<file path="config.mk">
export PLATFORM = sky130hd
export DESIGN_NAME = dmem_controller
export DESIGN_NICKNAME = d
export VERILOG_FILES = /design/src/rtl/core.sv /design/src/rtl/load_align.sv /design/src/rtl/dmem_controller.sv
export SDC_FILE = /design/constraint.sdc
export NUM_CORES = 1
export LEC_CHECK = 0
export CAP_MARGIN = 40
export CORE_MARGIN = 3
export CORE_UTILIZATION = 57
export DETAILED_ROUTE_END_ITERATION = 8
export DONT_BUFFER_PORTS = 1
export PLACE_DENSITY = 0.74
export SLEW_MARGIN = 5
export SYNTH_ARGS = -nofsm -noshare
export SYNTH_HDL_FRONTEND = slang
export SYNTH_HIERARCHICAL = 1
export SYNTH_SLANG_ARGS = --single-unit
</file>
<file path="constraint.sdc">
create_clock -name clk_i -period 2 [get_ports clk_i]
set_clock_uncertainty 0.05 [all_clocks]
set_input_delay 0.3 -clock clk_i [delete_from_list [all_inputs] [get_ports clk_i]]
set_output_delay 0.3 -clock clk_i [all_outputs]
set_load 0.02 [all_outputs]
</file>
<file path="src/rtl/core.sv">
// core: shared types and encodings for the data-memory controller.
// Stores carry STORE_PRFX in the top mem_op bit so one bit separates loads from stores.
package core;
    localparam int MEM_OP_BITS = 4;
    localparam logic STORE_PRFX = 1'b1;

    typedef enum logic [MEM_OP_BITS-1:0] {
        MEM_NOP = 4'b0000,
        MEM_LB  = 4'b0001,
        MEM_LH  = 4'b0010,
        MEM_LW  = 4'b0011,
        MEM_LBU = 4'b0100,
        MEM_LHU = 4'b0101,
        MEM_SB  = 4'b1001,
        MEM_SH  = 4'b1010,
        MEM_SW  = 4'b1011
    } mem_op_t;

    typedef struct packed {
        logic [31:0] addr;
        mem_op_t     mem_op;
        logic [31:0] w_data;
        logic [4:0]  mem_rd;
    } mem_cntrl_bus_t;

    typedef enum logic [1:0] {IDLE, REQ, WAIT_R} dmem_state_t;

    localparam logic [3:0] BE_BYTE = 4'b0001;
    localparam logic [3:0] BE_HALF = 4'b0011;
    localparam logic [3:0] BE_WORD = 4'b1111;

    function automatic logic is_store(input mem_op_t op);
        return op[MEM_OP_BITS-1] == STORE_PRFX;
    endfunction
endpackage

</file>
<file path="src/rtl/load_align.sv">
// load_align: shifts a read word down to the accessed lane and sign/zero-extends it.
module load_align
    import core::*;
(
    input  logic [31:0] rdata_i,
    input  logic [1:0]  offset_i,
    input  mem_op_t     mem_op_i,
    output logic [31:0] data_o
);
    logic [31:0] lane;

    assign lane   = rdata_i >> {offset_i, 3'b000};
    assign data_o = (mem_op_i == MEM_LB)  ? {{24{lane[7]}}, lane[7:0]}   :
                    (mem_op_i == MEM_LBU) ? {24'b0, lane[7:0]}           :
                    (mem_op_i == MEM_LH)  ? {{16{lane[15]}}, lane[15:0]} :
                    (mem_op_i == MEM_LHU) ? {16'b0, lane[15:0]}          : lane;
endmodule

</file>
<file path="src/rtl/dmem_controller.sv">
// dmem_controller: single-outstanding data-memory access FSM with lane steering and load extension.
// Define DMEM_TIMEOUT_EN to abort REQ/WAIT_R after TIMEOUT_CYCLES with a bus_err_o pulse.
module dmem_controller
    import core::*;
#(
    parameter int TIMEOUT_CYCLES = 16
) (
    input  logic           clk_i,
    input  logic           rst_ni,
    input  mem_cntrl_bus_t mem_bus_i,
    output logic           stall_o,
    output logic           dmem_req_o,
    output logic           dmem_we_o,
    output logic [31:0]    dmem_addr_o,
    output logic [3:0]     dmem_be_o,
    output logic [31:0]    dmem_wdata_o,
    input  logic           dmem_gnt_i,
    input  logic           dmem_rvalid_i,
    input  logic [31:0]    dmem_rdata_i,
    output logic           wb_valid_o,
    output logic [4:0]     wb_rd_o,
    output logic [31:0]    wb_data_o,
    output logic           misalign_o,
    output logic           bus_err_o
);
    dmem_state_t state_q;
    mem_op_t     op_q;
    logic        done_q, we_q, wb_valid_q, bus_err_q;
    logic [31:0] addr_q, wdata_q, wb_data_q, wdata_d, load_data;
    logic [3:0]  be_q, be_d;
    logic [1:0]  off_q;
    logic [4:0]  rd_q, wb_rd_q;
    logic        mis, idle_ok, accept, timeout;
    mem_op_t     op;

    assign op = mem_bus_i.mem_op;
    assign mis = ((op == MEM_LH || op == MEM_LHU || op == MEM_SH) && mem_bus_i.addr[0]) ||
                 ((op == MEM_LW || op == MEM_SW) && mem_bus_i.addr[1:0] != 2'b00);
    // done_q masks the completed request still held on the bus for one cycle
    assign idle_ok = rst_ni && state_q == IDLE && !done_q;
    assign accept  = idle_ok && op != MEM_NOP && !mis;

    assign misalign_o   = idle_ok && mis;
    assign stall_o      = accept || state_q != IDLE;
    assign dmem_req_o   = state_q == REQ;
    assign dmem_we_o    = dmem_req_o && we_q;
    assign dmem_addr_o  = addr_q;
    assign dmem_be_o    = be_q;
    assign dmem_wdata_o = wdata_q;
    assign wb_valid_o   = wb_valid_q;
    assign wb_rd_o      = wb_rd_q;
    assign wb_data_o    = wb_data_q;
    assign bus_err_o    = bus_err_q;

    assign be_d = (op == MEM_SB) ? BE_BYTE << mem_bus_i.addr[1:0] :
                  (op == MEM_SH) ? BE_HALF << mem_bus_i.addr[1:0] : BE_WORD;
    assign wdata_d = (op == MEM_SB) ? {4{mem_bus_i.w_data[7:0]}}  :
                     (op == MEM_SH) ? {2{mem_bus_i.w_data[15:0]}} : mem_bus_i.w_data;

    load_align u_load_align (
        .rdata_i  (dmem_rdata_i),
        .offset_i (off_q),
        .mem_op_i (op_q),
        .data_o   (load_data)
    );

`ifdef DMEM_TIMEOUT_EN
    localparam int CW = $clog2(TIMEOUT_CYCLES + 1);
    logic [CW-1:0] cnt_q, cnt_d;

    assign timeout = cnt_q == CW'(TIMEOUT_CYCLES - 1);
    assign cnt_d   = (accept || (state_q == REQ && dmem_gnt_i)) ? '0 :
                     (state_q != IDLE) ? cnt_q + 1'b1 : cnt_q;

    always_ff @(posedge clk_i or negedge rst_ni) begin
        if (!rst_ni) cnt_q <= '0;
        else         cnt_q <= cnt_d;
    end
`else
    logic unused_timeout_cycles;
    assign timeout = 1'b0;
    assign unused_timeout_cycles = TIMEOUT_CYCLES != 0;
`endif

    always_ff @(posedge clk_i or negedge rst_ni) begin
        if (!rst_ni) begin
            state_q    <= IDLE;
            op_q       <= MEM_NOP;
            done_q     <= 1'b0;
            we_q       <= 1'b0;
            addr_q     <= '0;
            be_q       <= '0;
            wdata_q    <= '0;
            off_q      <= '0;
            rd_q       <= '0;
            wb_valid_q <= 1'b0;
            wb_rd_q    <= '0;
            wb_data_q  <= '0;
            bus_err_q  <= 1'b0;
        end else begin
            wb_valid_q <= 1'b0;
            bus_err_q  <= 1'b0;
            done_q     <= 1'b0;
            case (state_q)
                IDLE: if (accept) begin
                    state_q <= REQ;
                    op_q    <= op;
                    we_q    <= is_store(op);
                    addr_q  <= {mem_bus_i.addr[31:2], 2'b00};
                    off_q   <= mem_bus_i.addr[1:0];
                    be_q    <= be_d;
                    wdata_q <= wdata_d;
                    rd_q    <= mem_bus_i.mem_rd;
                end
                REQ: if (dmem_gnt_i) begin
                    state_q <= we_q ? IDLE : WAIT_R;
                    done_q  <= we_q;
                end else if (timeout) begin
                    state_q   <= IDLE;
                    bus_err_q <= 1'b1;
                    done_q    <= 1'b1;
                end
                WAIT_R: if (dmem_rvalid_i) begin
                    state_q    <= IDLE;
                    wb_valid_q <= 1'b1;
                    wb_rd_q    <= rd_q;
                    wb_data_q  <= load_data;
                    done_q     <= 1'b1;
                end else if (timeout) begin
                    state_q   <= IDLE;
                    bus_err_q <= 1'b1;
                    done_q    <= 1'b1;
                end
                default: state_q <= IDLE;
            endcase
        end
    end
endmodule

</file>
Run 1, layout detail:
Scale bar: 5 microns. Window x 44 to 64, y 66 to 86 microns. Cells in grey, sequential cells in the stronger grey; small squares are vias.
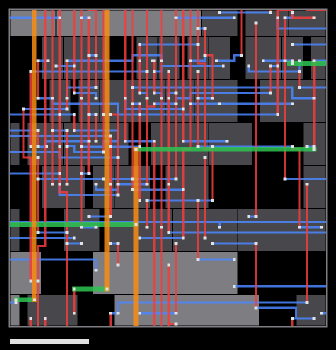
legend:
  metal 2:
    colour: red
  metal 3:
    colour: green
  metal 4:
    colour: orange
  metal 1:
    colour: blue
cells with their middle in the window: 34
netlist names of flops here include: op_q (2), state_q (1)
most frequent: buf_4 (5), nand2_1 (3), dfrtp_1 (3)
sequential cells in the window: 3

Run 1, selected gate families:
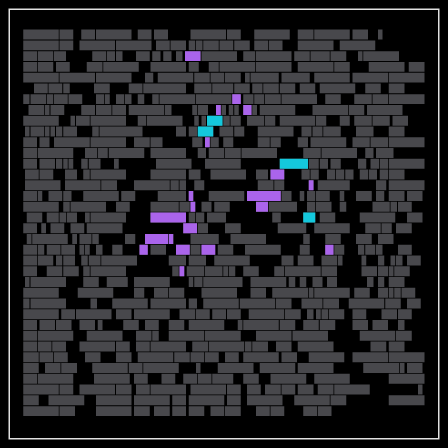
legend:
  non-inverting ao/oa cells:
    colour: cyan
    cells: 4
  nor cells:
    colour: purple
    cells: 20
    where: middle

Run 1, wire density map:
The die is cut into 22 by 22 equal tiles; white is low, dark blue is high, scaled to the fullest tile. Values are wire area over tile area, all layers added.
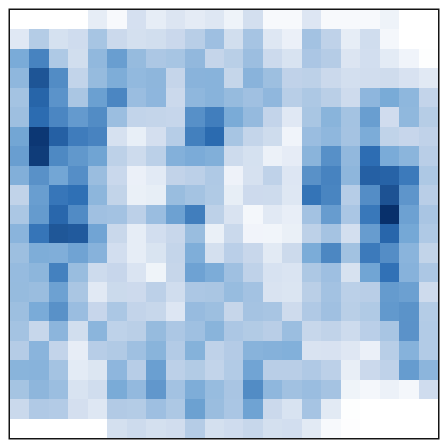
mean over tiles: 0.23
nearly empty tiles: 5.0%
densest ninth of the die: right middle

Run 1, ports around the boundary:
Scale bar: 20 microns. Pins as bars across the die edge, other pins in grey.
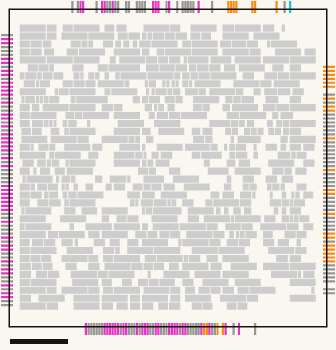
legend:
  wb_valid_o:
    colour: cyan
    pins: 1
    direction: output
    edge: top
  mem_bus_i:
    colour: magenta
    pins: 73
    direction: input
    edge: 38 left, 25 bottom, 10 top
  wb_data_o:
    colour: orange
    pins: 32
    direction: output
    edge: 21 right, 7 top, 4 bottom
all pins by edge: 69 left, 56 right, 55 bottom, 40 top

==> PnR_summary.wiki, run 1 <==
== Run summary ==
{| class="wikitable"
! Metric !! Value
|-
| Wire length of the first global-routing pass || 25300 microns
|-
| Reg power frac || 45.9%
|-
| Routed wire per std cell || 22.7 microns
|-
| Delay contributed by the slowest stage of the critical path || 0.40 ns
|-
| Category of cells accounting for the largest share of critical-path delay || flip-flops
|-
| Total design power || 12.6 mW
|-
| Top area cell types || dfrtp_1 50%, mux2_2 12%, mux2_1 9.3%
|-
| Power density cells || 1680 nW/um^2
|-
| Synth Area in Simple Gates || 5.61%
|-
| Final Cell Area || 7530 sq um
|-
| Xor-xnor portion of the synthesized cell area || 0.147%
|-
| Data required time at the worst endpoint || 1.65 ns
|-
| Crit-path cells || inv_2, ha_4, nand3b_1, a21oi_2, nand2_2, buf_12, nand2_8
|-
| Clock network power || 2.89 mW
|-
| Total cell area at the placement stage || 6160 sq um
|-
| Core area || 9950 sq um
|-
| Register-to-register path setup slack || 0.07 ns
|-
| Final total negative setup slack || -0.188 ns
|-
| Top cells by count || 118 x dfrtp_1, 61 x mux2_2, 49 x mux2_1
|-
| Tot GR Track Use || 28.4%
|-
| Number of warnings the tools reported || 38
|-
| Critical path type || reg -> out
|-
| Critical Path Start Type || register
|-
| Commonest Layout Cell || dfrtp_1
|-
| Mux area share || 25.5%
|-
| Synth flops || 118
|-
| Dominant kind of combinational cell || multiplexers
|-
| Most instantiated logic cells after routing || 118 x dfrtp_1, 64 x dlygate4sd3_1, 62 x mux2_2
|-
| ANT nets after route || 0
|-
| Register area share after synthesis || 49.6%
|-
| Critical path capture point type || output port
|-
| Run status || finished with violations
|-
| Inserted Diodes || 0
|-
| First-pass iteration count of the detailed router || 4
|-
| Ports || 220
|-
| Buffer depth of the longest clock path || 2
|-
| Worst path setup slack after routing || -0.107 ns
|-
| Max FO, Critical Path || 2
|-
| Total number of vias || 4405
|-
| DIE WIDTH || 108 microns
|-
| CP Buf/Inv Count || 2
|-
| Port-buffer cells || 0
|-
| Number of nets in the layout || 679
|-
| Average cell area after synthesis || 12.3 sq um
|-
| Htree depth || 4
|-
| Clk slew on worst S/H paths || 0.06 ns
|-
| Top-area cell share || 49.6%
|-
| Worst-case headroom to the max-slew limit || 56.4%
|-
| Placed wire-length estimate after detailed placement || 10300 microns
|-
| Tightest Hold Check Type || in -> async
|-
| Via count of the first global-routing pass || 4808
|-
| Switching power as a share of total power || 41.1%
|-
| Switching power of the nets || 5.19 mW
|-
| Arr. time, crit path || 1.76 ns
|-
| Post-synthesis cell type with the largest combined area || dfrtp_1
|-
| Layout cells sized above 1 || 27.3%
|-
| P_seq || 5.80 mW
|-
| Logic power comb || 3.94 mW
|-
| Fraction of power consumed by combinational cells || 31.2%
|-
| Worst voltage drop across the vdd grid || 1.04 mV
|-
| Worst path slowest cell || dfrtp_1
|-
| Number of non-filler instances in the completed layout || 708
|-
| Dpl cells || 602
|-
| Post-synthesis instance area || 5960 sq um
|-
| Flip-flop cell with the highest count after synthesis || dfrtp_1
|-
| Sum of routed wire length over all layers || 16100 microns
|-
| Post-CTS setup-driven buffer insertion count || 7
|-
| Later-pin clock latency in the skew report || 0.51 ns
|-
| CP Capture Point || stall_o
|-
| Pleak || 3.29 nW
|-
| Number of distinct standard cells referenced by the synthesized netlist || 47
|-
| Final worst path period share || 105%
|-
| Final standard cell utilization of the core || 75.7%
|-
| Number of design-rule violations left by the first detailed-router iteration || 274
|-
| Area of the synthesized netlist per yosys stat || 5960 sq um
|-
| Remaining Overflow, GRT || 0
|-
| Weighted congestion reported at the end of routability-driven placement || 0.815
|-
| Chip height || 108 microns
|-
| Final count of hold timing violations || 118
|-
| Group with the largest share of power || sequential cells
|-
| Violated checks || hold timing, setup timing
|-
| Aoi share || 12.9%
|-
| Synth top cell by count || dfrtp_1
|-
| Endpoint of the most critical register-to-register path || wb_data_o[18]$_DFFE_PN0P_
|-
| Number of buffers inserted by hold repair at cts || 64
|-
| Number of failing setup endpoints in the final timing report || 2
|-
| Worst path depth || 7
|-
| Cell depth of the worst flop-to-flop path || 5
|-
| Area added between synthesis and finish || 26.4%
|-
| Count of flip-flops with a built-in enable after synthesis || 0
|-
| Antenna violations before repair || 0
|-
| Sink Count || 118
|-
| Synth async-reset ratio || 100%
|-
| Maximum frequency from static timing analysis || 475 MHz
|-
| Number of max-slew violations in the final report || 0
|-
| # rows || 36
|-
| Vias per cell || 6.22
|-
| Worst slew pin tran || 0.653 ns
|-
| Origin of the worst setup path || state_q[0]$_DFFE_PN0P_
|-
| Setup WS pre-CTS || 0.0466 ns
|-
| Adder and majority cell fraction of the synthesized area || 1.68%
|-
| Number of instances resized during post-cts repair || 12
|-
| Number of synthesis warnings || 6
|-
| WHS || -0.566 ns
|-
| Maximum number of pins on one net before global-route repair || 120
|-
| Floorplan die area || 11700 sq um
|-
| Clock tree from TritonCTS || yes
|-
| Internal power || 7.44 mW
|}
run 1: area by class of cell:
cell class / instances / area (sq um)
clock inverter: 12 / 129
clock buffer: 20 / 435
multi-input combinational: 319 / 2830
fill: 631 / 2420
sequential: 118 / 2950
tap: 133 / 166
inverter: 10 / 37.5
timing repair buffer: 96 / 978
run 1: routing by layer:
layer	share of wire, %	track usage (%)	up-vias
li1	-	-	1953
met1	35	30.3	2167
met2	52	50.4	239
met3	9.7	10.5	46
met4	2.9	12.0	0
met5	0	0	-
run 1: registers in the layout, summed over array words and instances, names as in the netlist:
signal and cells:
dmem_wdata_o 32, wb_data_o 32, dmem_addr_o 30, rd_q 5, wb_rd_o 5, dmem_be_o 4
op_q 4, off_q 2, state_q 2, done_q 1, wb_valid_o 1
==> run 2, diff against run 1 <==
--- a/config.mk
+++ b/config.mk
@@ -6,10 +6,12 @@
 export NUM_CORES = 1
 export LEC_CHECK = 0
 export CAP_MARGIN = 40
+export CORE_ASPECT_RATIO = 0.7
 export CORE_MARGIN = 3
 export CORE_UTILIZATION = 57
 export DETAILED_ROUTE_END_ITERATION = 8
 export DONT_BUFFER_PORTS = 1
+export MAX_ROUTING_LAYER = met4
 export PLACE_DENSITY = 0.74
 export SLEW_MARGIN = 5
 export SYNTH_ARGS = -nofsm -noshare
Run 2, layout detail:
Scale bar: 5 microns. Window x 54 to 74, y 54 to 74 microns. Cells in grey, sequential cells in the stronger grey; small squares are vias.
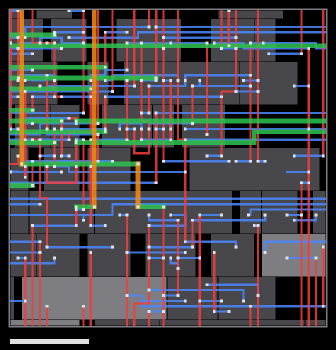
legend:
  metal 1:
    colour: blue
  metal 2:
    colour: red
  metal 4:
    colour: orange
  metal 3:
    colour: green
cells with their middle in the window: 30
sequential cells in the window: 1
most frequent: buf_4 (7), a31oi_1 (6)
netlist names of flops here include: op_q (1)

==> PnR_summary.wiki, run 2 <==
== Run summary ==
{| class="wikitable"
! Metric !! Value
|-
| CP Buf/Inv Count || 3 (+1)
|-
| DIE WIDTH || 128 microns (+18%)
|-
| Group with the largest share of power || sequential cells
|-
| Synth flops || 118 (unchanged)
|-
| Data required time at the worst endpoint || 1.65 ns (about the same)
|-
| Number of nets in the layout || 667 (-1.8%)
|-
| Violated checks || hold timing, setup timing
|-
| Fill cell total of the finished layout || 620 (-1.7%)
|-
| Buffer depth of the longest clock path || 2 (unchanged)
|-
| Most used routing layer in global routing || met2
|-
| Area of the synthesized netlist per yosys stat || 5960 sq um (unchanged)
|-
| Inverter count of the layout excluding clock inverters || 10 (unchanged)
|-
| Power density cells || 1720 nW/um^2 (+2.4%)
|-
| Arr. time, crit path || 1.71 ns (-0.05 ns)
|-
| Number of distinct standard cells referenced by the synthesized netlist || 47 (unchanged)
|-
| Clock tree from TritonCTS || yes
|-
| Weighted congestion reported at the end of routability-driven placement || 0.927 (+14%)
|-
| Pleak || 3.25 nW (-1.3%)
|-
| Final count of hold timing violations || 118 (unchanged)
|-
| Floorplan die area || 11700 sq um (+0.16%)
|-
| Worst path slowest cell || dfrtp_1
|-
| GR Layer Usage met1 || 37.1% (+6.8 points)
|-
| Worst path setup slack after routing || -0.0592 ns (+0.0473 ns)
|-
| Vias per cell || 6.18 (-0.72%)
|-
| Post-synthesis cell type with the largest combined area || dfrtp_1
|-
| First-pass iteration count of the detailed router || 7 (+3)
|-
| Total length of routed met3 wires || 1610 microns (+2.9%)
|-
| Ports || 220 (unchanged)
|-
| Total cell area at the placement stage || 6160 sq um (-0.10%)
|-
| Sink Count || 118 (unchanged)
|-
| Logic power comb || 3.98 mW (+1%)
|-
| Number of design-rule violations left by the first detailed-router iteration || 383 (+40%)
|-
| Tapcells inserted || 128 (-3.8%)
|-
| Internal power || 7.56 mW (+1.6%)
|-
| Mux area share || 25.5% (unchanged)
|-
| Total number of vias || 4256 (-3.4%)
|-
| Port-buffer cells || 0 (unchanged)
|-
| Synth top cell by count || dfrtp_1
|-
| Htree depth || 4 (unchanged)
|-
| Number of max-slew violations in the final report || 0 (unchanged)
|-
| P_seq || 5.82 mW (about the same)
|-
| Layout cells sized above 1 || 28.0% (+0.68 points)
|-
| Critical path type || reg -> out
|-
| Run status || finished with violations
|-
| Via count of the first global-routing pass || 4304 (-10%)
|-
| Flip-flop cell with the highest count after synthesis || dfrtp_1
|-
| Synth Area in Simple Gates || 5.61% (unchanged)
|-
| Number of synthesis warnings || 6 (unchanged)
|-
| Category of cells accounting for the largest share of critical-path delay || flip-flops
|-
| Synth async-reset ratio || 100% (unchanged)
|-
| Maximum frequency from static timing analysis || 486 MHz (+2.3%)
|-
| Logic area || 2830 sq um (-0.18%)
|-
| Inserted Diodes || 0 (unchanged)
|-
| Delay contributed by the slowest stage of the critical path || 0.40 ns (about the same)
|-
| Uppermost routed layer || met4
|-
| Fraction of area in multi-input gates || 38.2% (+0.56 points)
|-
| Leading cell category by total area || flip-flops and latches
|-
| Later-pin clock latency in the skew report || 0.39 ns (-0.12 ns)
|-
| Number of buffers inserted by hold repair at cts || 49 (-23%)
|-
| Number of failing setup endpoints in the final timing report || 1 (-1)
|-
| Worst slew pin tran || 0.591 ns (-0.0620 ns)
|-
| Tightest Hold Check Type || in -> async
|-
| Most instantiated logic cells after routing || 117 x dfrtp_1, 61 x mux2_2, 49 x dlygate4sd3_1
|-
| Number of warnings the tools reported || 38 (unchanged)
|-
| Xor-xnor portion of the synthesized cell area || 0.147% (unchanged)
|-
| Final Cell Area || 7410 sq um (-1.6%)
|-
| Crit-path cells || inv_2, ha_4, nand3b_1, a21oi_2, nand2_2, buf_12, nand2_4, buf_6
|-
| Final standard cell utilization of the core || 74.5% (-1.2 points)
|-
| Routed wire per std cell || 23.7 microns (+4.2%)
|-
| Clk slew on worst S/H paths || 0.05 ns (about the same)
|-
| Tot GR Track Use || 28.4% (about the same)
|-
| Switching power as a share of total power || 40.6% (-0.52 points)
|-
| ANT nets after route || 0 (unchanged)
|-
| Critical path capture point type || output port
|-
| Switching power of the nets || 5.16 mW (-0.54%)
|-
| Clock network power || 2.92 mW (about the same)
|-
| Count of clock buffers in the final design || 21 (+5.0%)
|-
| # rows || 30 (-17%)
|-
| Dpl cells || 597 (-0.83%)
|-
| Dominant kind of combinational cell || multiplexers
|-
| Routed length on met1 || 6900 microns (+22%)
|-
| Met3 layer usage reported by global route || 10.3% (-0.16 points)
|-
| Flop share of the area || 39.9% (+0.67 points)
|-
| Final worst path period share || 103% (-2.4 points)
|-
| Post-CTS setup-driven buffer insertion count || 9 (+2)
|-
| Sequential cell area || 2950 sq um (about the same)
|-
| Area added between synthesis and finish || 24.4%
|-
| Fraction of power consumed by combinational cells || 31.3% (about the same)
|-
| Aoi share || 12.9% (unchanged)
|-
| Top cells by count || 118 x dfrtp_1, 61 x mux2_2, 49 x mux2_1
|-
| Number of non-filler instances in the completed layout || 689 (-2.7%)
|-
| Placed wire-length estimate after detailed placement || 10500 microns (+2.1%)
|-
| Setup WS pre-CTS || 0.0141 ns (-0.0324 ns)
|-
| Worst-case headroom to the max-slew limit || 60.1% (+3.6 points)
|-
| Routed met2 length || 7660 microns (-8.8%)
|-
| Max FO, Critical Path || 2 (unchanged)
|-
| WHS || -0.450 ns (+0.117 ns)
|-
| Sum of routed wire length over all layers || 16300 microns (+1.4%)
|-
| Total design power || 12.7 mW (+0.75%)
|-
| Critical Path Start Type || register
|-
| Top area cell types || dfrtp_1 50%, mux2_2 12%, mux2_1 9.3%
|}
Run 2, wire density map:
The die is cut into 26 by 18 equal tiles; white is low, dark blue is high, scaled to the fullest tile. Values are wire area over tile area, all layers added.
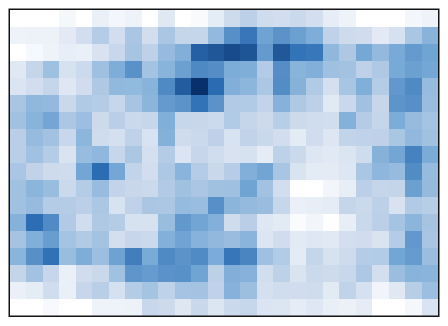
fullest tile: 0.71
densest ninth of the die: top middle
mean over tiles: 0.23

run 2: cell counts after synthesis:
No cell type changed its count.
run 2: final timing paths:
| kind | to | start | cells past startpoint | slack, ns |
|---|---|---|---|---|
| max reg2reg | dmem_addr_o[30]$_DFFE_PN0P_ | state_q[1]$_DFFE_PN0P_ | 8 | 0.03 |
| min | wb_rd_o[3]$_DFFE_PN0P_ | rst_ni | 0 | -0.45 |
| max | stall_o | state_q[1]$_DFFE_PN0P_ | 8 | -0.06 |
| min in group clk_i | done_q$_DFF_PN0_ | dmem_gnt_i | 2 | 0.05 |
| max in group asynchronous | wb_data_o[20]$_DFFE_PN0P_ | rst_ni | 0 | 2.12 |
| min reg2reg | rd_q[0]$_DFFE_PN0P_ | rd_q[0]$_DFFE_PN0P_ | 1 | 0.45 |
==> run 3, diff against run 2 <==
--- a/config.mk
+++ b/config.mk
@@ -7,7 +7,7 @@
 export LEC_CHECK = 0
 export CAP_MARGIN = 40
 export CORE_ASPECT_RATIO = 0.7
-export CORE_MARGIN = 3
+export CORE_MARGIN = 2
 export CORE_UTILIZATION = 57
 export DETAILED_ROUTE_END_ITERATION = 8
 export DONT_BUFFER_PORTS = 1
Run 3, ports around the boundary:
Scale bar: 50 microns. Pins as bars across the die edge, other pins in grey.
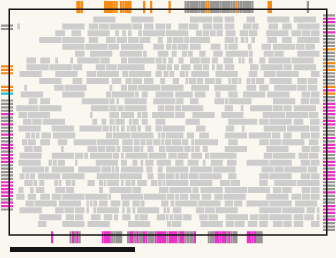
legend:
  mem_bus_i:
    colour: magenta
    pins: 73
    direction: input
    edge: 34 bottom, 24 right, 15 left
  wb_valid_o:
    colour: cyan
    pins: 1
    direction: output
    edge: left
  wb_data_o:
    colour: orange
    pins: 32
    direction: output
    edge: 22 top, 5 left, 5 right

==> PnR_summary.wiki, run 3 <==
== Run summary ==
{| class="wikitable"
! Metric !! Value
|-
| Average cell area after synthesis || 12.3 sq um
|-
| Pleak || 3.34 nW (+2.8%)
|-
| GR Layer Usage met1 || 39.8% (+2.7 points)
|-
| Tot GR Track Use || 29.4% (+1.0 points)
|-
| Number of max-capacitance violations reported || 0
|-
| Layout cells sized above 1 || 28.9% (+0.96 points)
|-
| Post-CTS setup-driven buffer insertion count || 12 (+3)
|-
| Run status || finished with violations
|-
| Setup WS pre-CTS || -0.00832 ns (-0.0225 ns)
|-
| Worst-case headroom to the max-slew limit || 58.0% (-2.0 points)
|-
| DIE WIDTH || 126 microns (-1.6%)
|-
| Worst path setup slack after routing || -0.0320 ns (+0.0272 ns)
|-
| Maximum number of pins on one net before global-route repair || 120
|-
| Number of design-rule violations left by the first detailed-router iteration || 425 (+11%)
|-
| Final worst path period share || 102% (-1.4 points)
|-
| Commonest Layout Cell || dfrtp_1
|-
| Instance tally after logic synthesis || 485
|-
| Delay contributed by the slowest stage of the critical path || 0.39 ns (about the same)
|-
| Total DRC errors in the routed layout || 0
|-
| Routed met2 length || 7560 microns (-1.3%)
|-
| Violated checks || hold timing, setup timing
|-
| Clock share of power || 24.7%
|-
| Number of synthesis warnings || 6 (unchanged)
|-
| Placed wire-length estimate after detailed placement || 10300 microns (-1.5%)
|-
| Number of distinct standard cells referenced by the synthesized netlist || 47 (unchanged)
|-
| Final total negative setup slack || -0.0320 ns
|-
| Endpoint of the most critical register-to-register path || dmem_addr_o[5]$_DFFE_PN0P_
|-
| Final count of hold timing violations || 118 (unchanged)
|-
| Critical path capture point type || output port
|-
| Number of buffers inserted by hold repair at cts || 49 (unchanged)
|-
| Shortest period the worst path allows || 2.03 ns
|-
| Floorplan die area || 11300 sq um (-3.7%)
|-
| Post-synthesis cell type with the largest combined area || dfrtp_1
|-
| Wire length of the first global-routing pass || 24400 microns
|-
| Sum of routed wire length over all layers || 16300 microns (-0.36%)
|-
| Flip-flop cell with the highest count after synthesis || dfrtp_1
|-
| Synth top cell by count || dfrtp_1
|-
| Register area share after synthesis || 49.6%
|-
| Group with the largest share of power || sequential cells
|-
| Internal power || 8.04 mW (+6.3%)
|-
| Worst slew pin tran || 0.629 ns (+0.0376 ns)
|-
| Arr. time, crit path || 1.68 ns (-0.03 ns)
|-
| Total cell area at the placement stage || 6200 sq um (+0.65%)
|-
| Via count of the first global-routing pass || 4216 (-2.0%)
|-
| Port-buffer cells || 0 (unchanged)
|-
| Number of warnings the tools reported || 38 (unchanged)
|-
| Htree depth || 4 (unchanged)
|-
| Clock tree from TritonCTS || yes
|-
| Clock network power || 3.29 mW (+13%)
|-
| Routed wire per std cell || 23.2 microns (-2.2%)
|-
| Clock root cell || clkbuf_16
|-
| Weighted congestion reported at the end of routability-driven placement || 0.878 (-5.3%)
|-
| Number of cell instances after yosys synthesis || 485
|-
| Cell depth of the worst flop-to-flop path || 8 (unchanged)
|-
| Top area cell types || dfrtp_1 50%, mux2_2 12%, mux2_1 9.3%
|-
| Logic power comb || 4.26 mW (+7.0%)
|-
| Met3 layer usage reported by global route || 9.52% (-0.83 points)
|-
| Later-pin clock latency in the skew report || 0.40 ns (about the same)
|-
| Uppermost routed layer || met4
|-
| Maximum frequency from static timing analysis || 492 MHz (+1.3%)
|-
| Max FO, Critical Path || 2 (unchanged)
|-
| Final Cell Area || 7600 sq um (+2.6%)
|-
| Synth async-reset ratio || 100% (unchanged)
|-
| Switching power as a share of total power || 39.6% (-0.91 points)
|-
| Number of failing setup endpoints in the final timing report || 1 (unchanged)
|-
| Vias per cell || 6.23 (+0.80%)
|-
| Origin of the worst setup path || state_q[1]$_DFFE_PN0P_
|-
| GRT met2 Usage || 42.9%
|-
| Worst path depth || 8 (unchanged)
|-
| Number of max-slew violations in the final report || 0 (unchanged)
|-
| CP Capture Point || stall_o
|-
| Power density cells || 1750 nW/um^2 (+2.1%)
|-
| Data required time at the worst endpoint || 1.65 ns (about the same)
|-
| Setup repair after global routing missed its margin || true
|-
| Number of instances resized during post-cts repair || 8
|-
| Sink Count || 118 (unchanged)
|-
| Routed length on met1 || 7050 microns (+2.2%)
|-
| Chip height || 89.5 microns
|-
| Total number of vias || 4371 (+2.7%)
|-
| Critical Path Start Type || register
|-
| Area of the synthesized netlist per yosys stat || 5960 sq um (unchanged)
|-
| Core area || 10200 sq um
|-
| ANT nets after route || 0 (unchanged)
|-
| Number of buffers added by the clock tree synthesis step || 17
|-
| P_seq || 5.77 mW (-0.9%)
|-
| WHS || -0.459 ns (-0.00966 ns)
|-
| Core utilization at floorplan || 58.2%
|-
| Buffer depth of the longest clock path || 2 (unchanged)
|-
| Tightest Hold Check Type || in -> async
|-
| # rows || 31 (+3.3%)
|-
| Synth flops || 118 (unchanged)
|-
| Antenna violations before repair || 0
|-
| Area added between synthesis and finish || 27.6%
|-
| Most instantiated logic cells after routing || 117 x dfrtp_1, 61 x mux2_2, 49 x mux2_1, 49 x dlygate4sd3_1
|-
| Top cells by count || 118 x dfrtp_1, 61 x mux2_2, 49 x mux2_1
|-
| Crit-path cells || inv_2, ha_4, nand3b_1, a21oi_2, nand2_2, buf_12, nand2_4, buf_6
|-
| Count of flip-flops with a built-in enable after synthesis || 0
|-
| Switching power of the nets || 5.28 mW (+2.4%)
|-
| Total length of routed met3 wires || 1520 microns (-5.3%)
|-
| Inserted Diodes || 0 (unchanged)
|-
| Register-to-register path setup slack || 0.07 ns (+0.04 ns)
|-
| Clk slew on worst S/H paths || 0.05 ns (about the same)
|-
| Most used routing layer in global routing || met2
|-
| Post-synthesis instance area || 5960 sq um
|-
| Worst voltage drop across the vdd grid || 0.974 mV
|-
| First-pass iteration count of the detailed router || 5 (-2)
|-
| Number of nets in the layout || 674 (+1.0%)
|-
| Reg power frac || 43.3%
|-
| Worst path slowest cell || dfrtp_1
|-
| Top-area cell share || 49.6%
|-
| Ports || 220 (unchanged)
|-
| Critical path type || reg -> out
|-
| CP Buf/Inv Count || 3 (unchanged)
|-
| Fraction of power consumed by combinational cells || 32.0% (+0.7 points)
|-
| Remaining Overflow, GRT || 0
|-
| Worst reg2reg path startpoint || state_q[1]$_DFFE_PN0P_
|-
| Category of cells accounting for the largest share of critical-path delay || flip-flops
|}
Run 3, layout detail:
Scale bar: 5 microns. Window x 53 to 73, y 53 to 73 microns. Cells in grey, sequential cells in the stronger grey; small squares are vias.
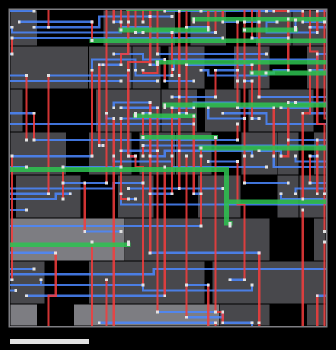
legend:
  metal 2:
    colour: red
  metal 1:
    colour: blue
  metal 3:
    colour: green
netlist names of flops here include: op_q (1), wb_data_o (1)
most frequent: a31oi_1 (10), o31ai_1 (3)
sequential cells in the window: 2
cells with their middle in the window: 30

## run 3: stage by stage
step	cells	total power [mW]	utilization, %
finish	702	13.3	74.2
global route	702	14.0	74.2
CTS	698	13.1	73.0
detailed placement	604	9.40	60.5
global placement	604	9.21	60.5
floorplan	487	8.32	-
## run 3: cell type report
class	instances	area [sq um]
repair buffers	91	973
inverters	10	37.5
fillers	656	2640
multi-input cells	319	2820
clock inverters	8	143
clock buffers	24	502
well taps	132	165
flip-flops and latches	118	2950
## run 3: cells by family after synthesis
group	share of synthesized area [%]
flip-flops	49.6
AND-OR/OR-AND	12.9
XOR/XNOR	0.147
other	0.0630
adder cells (fa/ha/maj)	1.68
AND/OR/NAND/NOR	5.61
multiplexers	25.5
buffers and inverters	4.47
Power and IR drop assume default switching activity.
